--- config.mk ---
export PLATFORM = sky130hd
export DESIGN_NAME = keypad_emulator
export DESIGN_NICKNAME = d
export VERILOG_FILES = /design/src/rtl/keypad_emulator.sv
export SDC_FILE = /design/constraint.sdc
export NUM_CORES = 1
export LEC_CHECK = 0
export ABC_AREA = 1
export CORE_MARGIN = 3
export CORE_UTILIZATION = 50
export CTS_CLUSTER_DIAMETER = 200
export DETAILED_ROUTE_END_ITERATION = 8
export PLACE_DENSITY = 0.76
export SYNTH_ARGS = -nofsm -noshare
export SYNTH_HDL_FRONTEND = slang
export SYNTH_SLANG_ARGS = --single-unit
--- constraint.sdc ---
create_clock -name clk_i -period 6.6 [get_ports clk_i]
set_clock_uncertainty 0.2 [all_clocks]
set_input_delay 1.32 -clock clk_i [delete_from_list [all_inputs] [get_ports clk_i]]
set_output_delay 1.32 -clock clk_i [all_outputs]
set_load 0.01 [all_outputs]
--- src/rtl/keypad_emulator.sv ---
//==============================================================================
// keypad_emulator
//------------------------------------------------------------------------------
// Switch-side model of a 4x4 matrix keypad. It presses a latched sequence of
// key codes one at a time. While a key is held, that key's row line is
// asserted whenever the scanner drives the key's column.
//------------------------------------------------------------------------------
// Revision: 1.0 - initial release
//==============================================================================
`default_nettype none

module keypad_emulator #(
  parameter int NUM_KEYS       = 4,
  parameter int HOLD_CYCLES    = 2,
  parameter int GAP_CYCLES     = 1,
  parameter int TIMEOUT_CYCLES = 64
) (
  input  logic                                       clk_i,
  input  logic                                       rst_ni,
  input  logic                                       start_i,
  input  logic [4*NUM_KEYS-1:0]                      code_i,
  input  logic [3:0]                                 col_i,
  output logic [3:0]                                 row_o,
  output logic                                       busy_o,
  output logic                                       done_o,
  output logic                                       err_o,
  output logic [((NUM_KEYS>1)?$clog2(NUM_KEYS):1)-1:0] key_idx_o
);

  // Counter and index widths. Each counter only has to reach its terminal
  // value minus one before it is cleared, so none of them can wrap.
  localparam int IDX_W  = (NUM_KEYS > 1) ? $clog2(NUM_KEYS) : 1;
  localparam int PCNT_W = (TIMEOUT_CYCLES > 1) ? $clog2(TIMEOUT_CYCLES + 1) : 1;
  localparam int HCNT_W = (HOLD_CYCLES > 1) ? $clog2(HOLD_CYCLES + 1) : 1;
  localparam int GCNT_W = (GAP_CYCLES > 1) ? $clog2(GAP_CYCLES) : 1;

  localparam logic [IDX_W-1:0]  LAST_IDX   = IDX_W'(NUM_KEYS - 1);
  localparam logic [PCNT_W-1:0] PRESS_LAST = PCNT_W'(TIMEOUT_CYCLES - 1);
  localparam logic [HCNT_W-1:0] HOLD_LAST  = HCNT_W'(HOLD_CYCLES - 1);
  // A zero-length gap still spends one transit cycle in GAP.
  localparam logic [GCNT_W-1:0] GAP_LAST   = GCNT_W'((GAP_CYCLES > 0) ? GAP_CYCLES - 1 : 0);

  localparam logic [1:0] IDLE  = 2'd0;
  localparam logic [1:0] PRESS = 2'd1;
  localparam logic [1:0] GAP   = 2'd2;

  logic [1:0]            state_q,     state_d;
  logic [4*NUM_KEYS-1:0] code_q,      code_d;
  logic [IDX_W-1:0]      idx_q,       idx_d;
  logic [PCNT_W-1:0]     press_cnt_q, press_cnt_d;
  logic [HCNT_W-1:0]     hold_cnt_q,  hold_cnt_d;
  logic [GCNT_W-1:0]     gap_cnt_q,   gap_cnt_d;
  logic                  done_q,      done_d;
  logic                  err_q,       err_d;

  logic [3:0] key_code;
  logic [3:0] key_row;
  logic [3:0] key_col;
  logic       match;

  // Select the nibble of the latched sequence for the key being pressed.
  always_comb begin
    key_code = 4'd0;
    for (int i = 0; i < NUM_KEYS; i++) begin
      if (idx_q == IDX_W'(i)) begin
        key_code = code_q[i*4 +: 4];
      end
    end
  end

  // Physical keypad layout: key code to (row line, column line).
  always_comb begin
    key_row = 4'b0000;
    key_col = 4'b0000;
    case (key_code)
      4'd1:  begin key_row = 4'b1000; key_col = 4'b1000; end
      4'd2:  begin key_row = 4'b1000; key_col = 4'b0100; end
      4'd3:  begin key_row = 4'b1000; key_col = 4'b0010; end
      4'd10: begin key_row = 4'b1000; key_col = 4'b0001; end
      4'd4:  begin key_row = 4'b0100; key_col = 4'b1000; end
      4'd5:  begin key_row = 4'b0100; key_col = 4'b0100; end
      4'd6:  begin key_row = 4'b0100; key_col = 4'b0010; end
      4'd11: begin key_row = 4'b0100; key_col = 4'b0001; end
      4'd7:  begin key_row = 4'b0010; key_col = 4'b1000; end
      4'd8:  begin key_row = 4'b0010; key_col = 4'b0100; end
      4'd9:  begin key_row = 4'b0010; key_col = 4'b0010; end
      4'd12: begin key_row = 4'b0010; key_col = 4'b0001; end
      4'd14: begin key_row = 4'b0001; key_col = 4'b1000; end
      4'd0:  begin key_row = 4'b0001; key_col = 4'b0100; end
      4'd15: begin key_row = 4'b0001; key_col = 4'b0010; end
      4'd13: begin key_row = 4'b0001; key_col = 4'b0001; end
      default: begin key_row = 4'b0000; key_col = 4'b0000; end
    endcase
  end

  // A key is seen whenever its column bit is driven, even if col is not one-hot.
  assign match = |(col_i & key_col);

  // Row sense follows col with no latency, like a real closed switch.
  assign row_o = ((state_q == PRESS) && match) ? key_row : 4'b0000;

  // Sequence control: press each key until enough matched cycles, then gap.
  always_comb begin
    state_d     = state_q;
    code_d      = code_q;
    idx_d       = idx_q;
    press_cnt_d = press_cnt_q;
    hold_cnt_d  = hold_cnt_q;
    gap_cnt_d   = gap_cnt_q;
    done_d      = 1'b0;
    err_d       = err_q;
    case (state_q)
      IDLE: begin
        if (start_i) begin
          code_d      = code_i;
          idx_d       = '0;
          press_cnt_d = '0;
          hold_cnt_d  = '0;
          gap_cnt_d   = '0;
          err_d       = 1'b0;
          state_d     = PRESS;
        end
      end
      PRESS: begin
        press_cnt_d = press_cnt_q + 1'b1;
        if (match) begin
          hold_cnt_d = hold_cnt_q + 1'b1;
        end
        // Completion takes priority over a simultaneous timeout.
        if (match && (hold_cnt_q == HOLD_LAST)) begin
          press_cnt_d = '0;
          hold_cnt_d  = '0;
          gap_cnt_d   = '0;
          state_d     = GAP;
        end else if (press_cnt_q == PRESS_LAST) begin
          press_cnt_d = '0;
          hold_cnt_d  = '0;
          err_d       = 1'b1;
          state_d     = IDLE;
        end
      end
      GAP: begin
        if (gap_cnt_q == GAP_LAST) begin
          gap_cnt_d = '0;
          if (idx_q == LAST_IDX) begin
            done_d  = 1'b1;
            state_d = IDLE;
          end else begin
            idx_d   = idx_q + 1'b1;
            state_d = PRESS;
          end
        end else begin
          gap_cnt_d = gap_cnt_q + 1'b1;
        end
      end
      default: begin
        state_d = IDLE;
      end
    endcase
  end

  // State registers; reset drops the machine to IDLE, releasing row at once.
  always_ff @(posedge clk_i or negedge rst_ni) begin
    if (!rst_ni) begin
      state_q     <= IDLE;
      code_q      <= '0;
      idx_q       <= '0;
      press_cnt_q <= '0;
      hold_cnt_q  <= '0;
      gap_cnt_q   <= '0;
      done_q      <= 1'b0;
      err_q       <= 1'b0;
    end else begin
      state_q     <= state_d;
      code_q      <= code_d;
      idx_q       <= idx_d;
      press_cnt_q <= press_cnt_d;
      hold_cnt_q  <= hold_cnt_d;
      gap_cnt_q   <= gap_cnt_d;
      done_q      <= done_d;
      err_q       <= err_d;
    end
  end

  assign busy_o    = (state_q != IDLE);
  assign done_o    = done_q;
  assign err_o     = err_q;
  assign key_idx_o = idx_q;

endmodule

`default_nettype wire

==> images/floorplan.png <==
Bar = 20 µm. Pins as bars on the die edge.
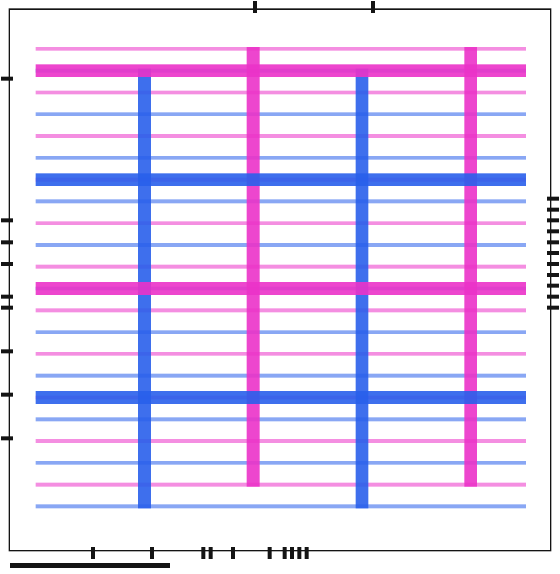
- magenta: VDD
- blue: VSS
- met5 straps: 4
- signal pins: 32

==> out/summary.json <==
{
  "nonClkBufAreaFrac": {"value": 13.7, "unit": "%"},
  "topCombFamilyByArea": {"value": "simple AND/OR/NAND/NOR gates"},
  "p_int": {"value": 0.641, "unit": "mW"},
  "final-max-slew-violation-count": {"value": 0},
  "hold-path-endpoint": {"value": "done_o$_DFF_PN0_"},
  "timing.critical_path.required": {"value": 5.08, "unit": "ns"},
  "openroad_warning_count": {"value": 29},
  "synth_dominant_cell_count": {"value": "nand2_1"},
  "aoi_share": {"value": 11.9, "unit": "%"},
  "ys_top_cells_by_count": {"value": "90 x nand2_1, 31 x dfrtp_1, 18 x inv_1, 18 x nor2_1, 16 x nand3_1"},
  "grt_overflow_total": {"value": 0},
  "fp_core_util": {"value": 54.0, "unit": "%"},
  "post_route_cells_drive_above_1_share": {"value": 16.8, "unit": "%"},
  "power.share.clock": {"value": 11.1, "unit": "%"},
  "taps": {"value": 46},
  "logic_gate_count": {"value": 184},
  "arrival": {"value": 3.22, "unit": "ns"},
  "syn-cell-area": {"value": 1890, "unit": "µm²"},
  "critical_path.n_buffers_inverters": {"value": 4},
  "enable_flop_cells": {"value": 0},
  "cp_top_family": {"value": "buffers and inverters"},
  "ys_sh_mux": {"value": 0, "unit": "%"},
  "synthesized_nets": {"value": 272},
  "sh_comb_area": {"value": 43.2, "unit": "%"},
  "status": {"value": "finished, final reports clean"},
  "route.met3.wl": {"value": 159, "unit": "µm"},
  "count_of_h_tree_levels_built_during_cts": {"value": 2},
  "post_cts_resize_count": {"value": 0},
  "synthCells": {"value": 242},
  "largest_register_ffs": {"value": 16}
}
==> images/class_map.png <==
Bar = 20 µm.
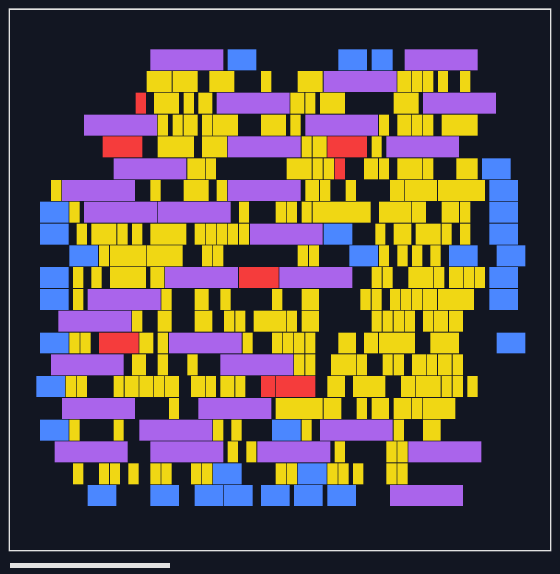
- red: clock drivers and dummy loads (cells 8; share of their area 3.6%)
- purple: registers (cells 31; share of their area 34%)
- yellow: remaining logic cells (cells 208; share of their area 48%)
- blue: remaining buffers and delay cells (cells 32; share of their area 14%)
Post-Route Utilization: 66.6%
Std-Cell Rows: 21
flip-flop and latch share of the layout cell area: 33.3%

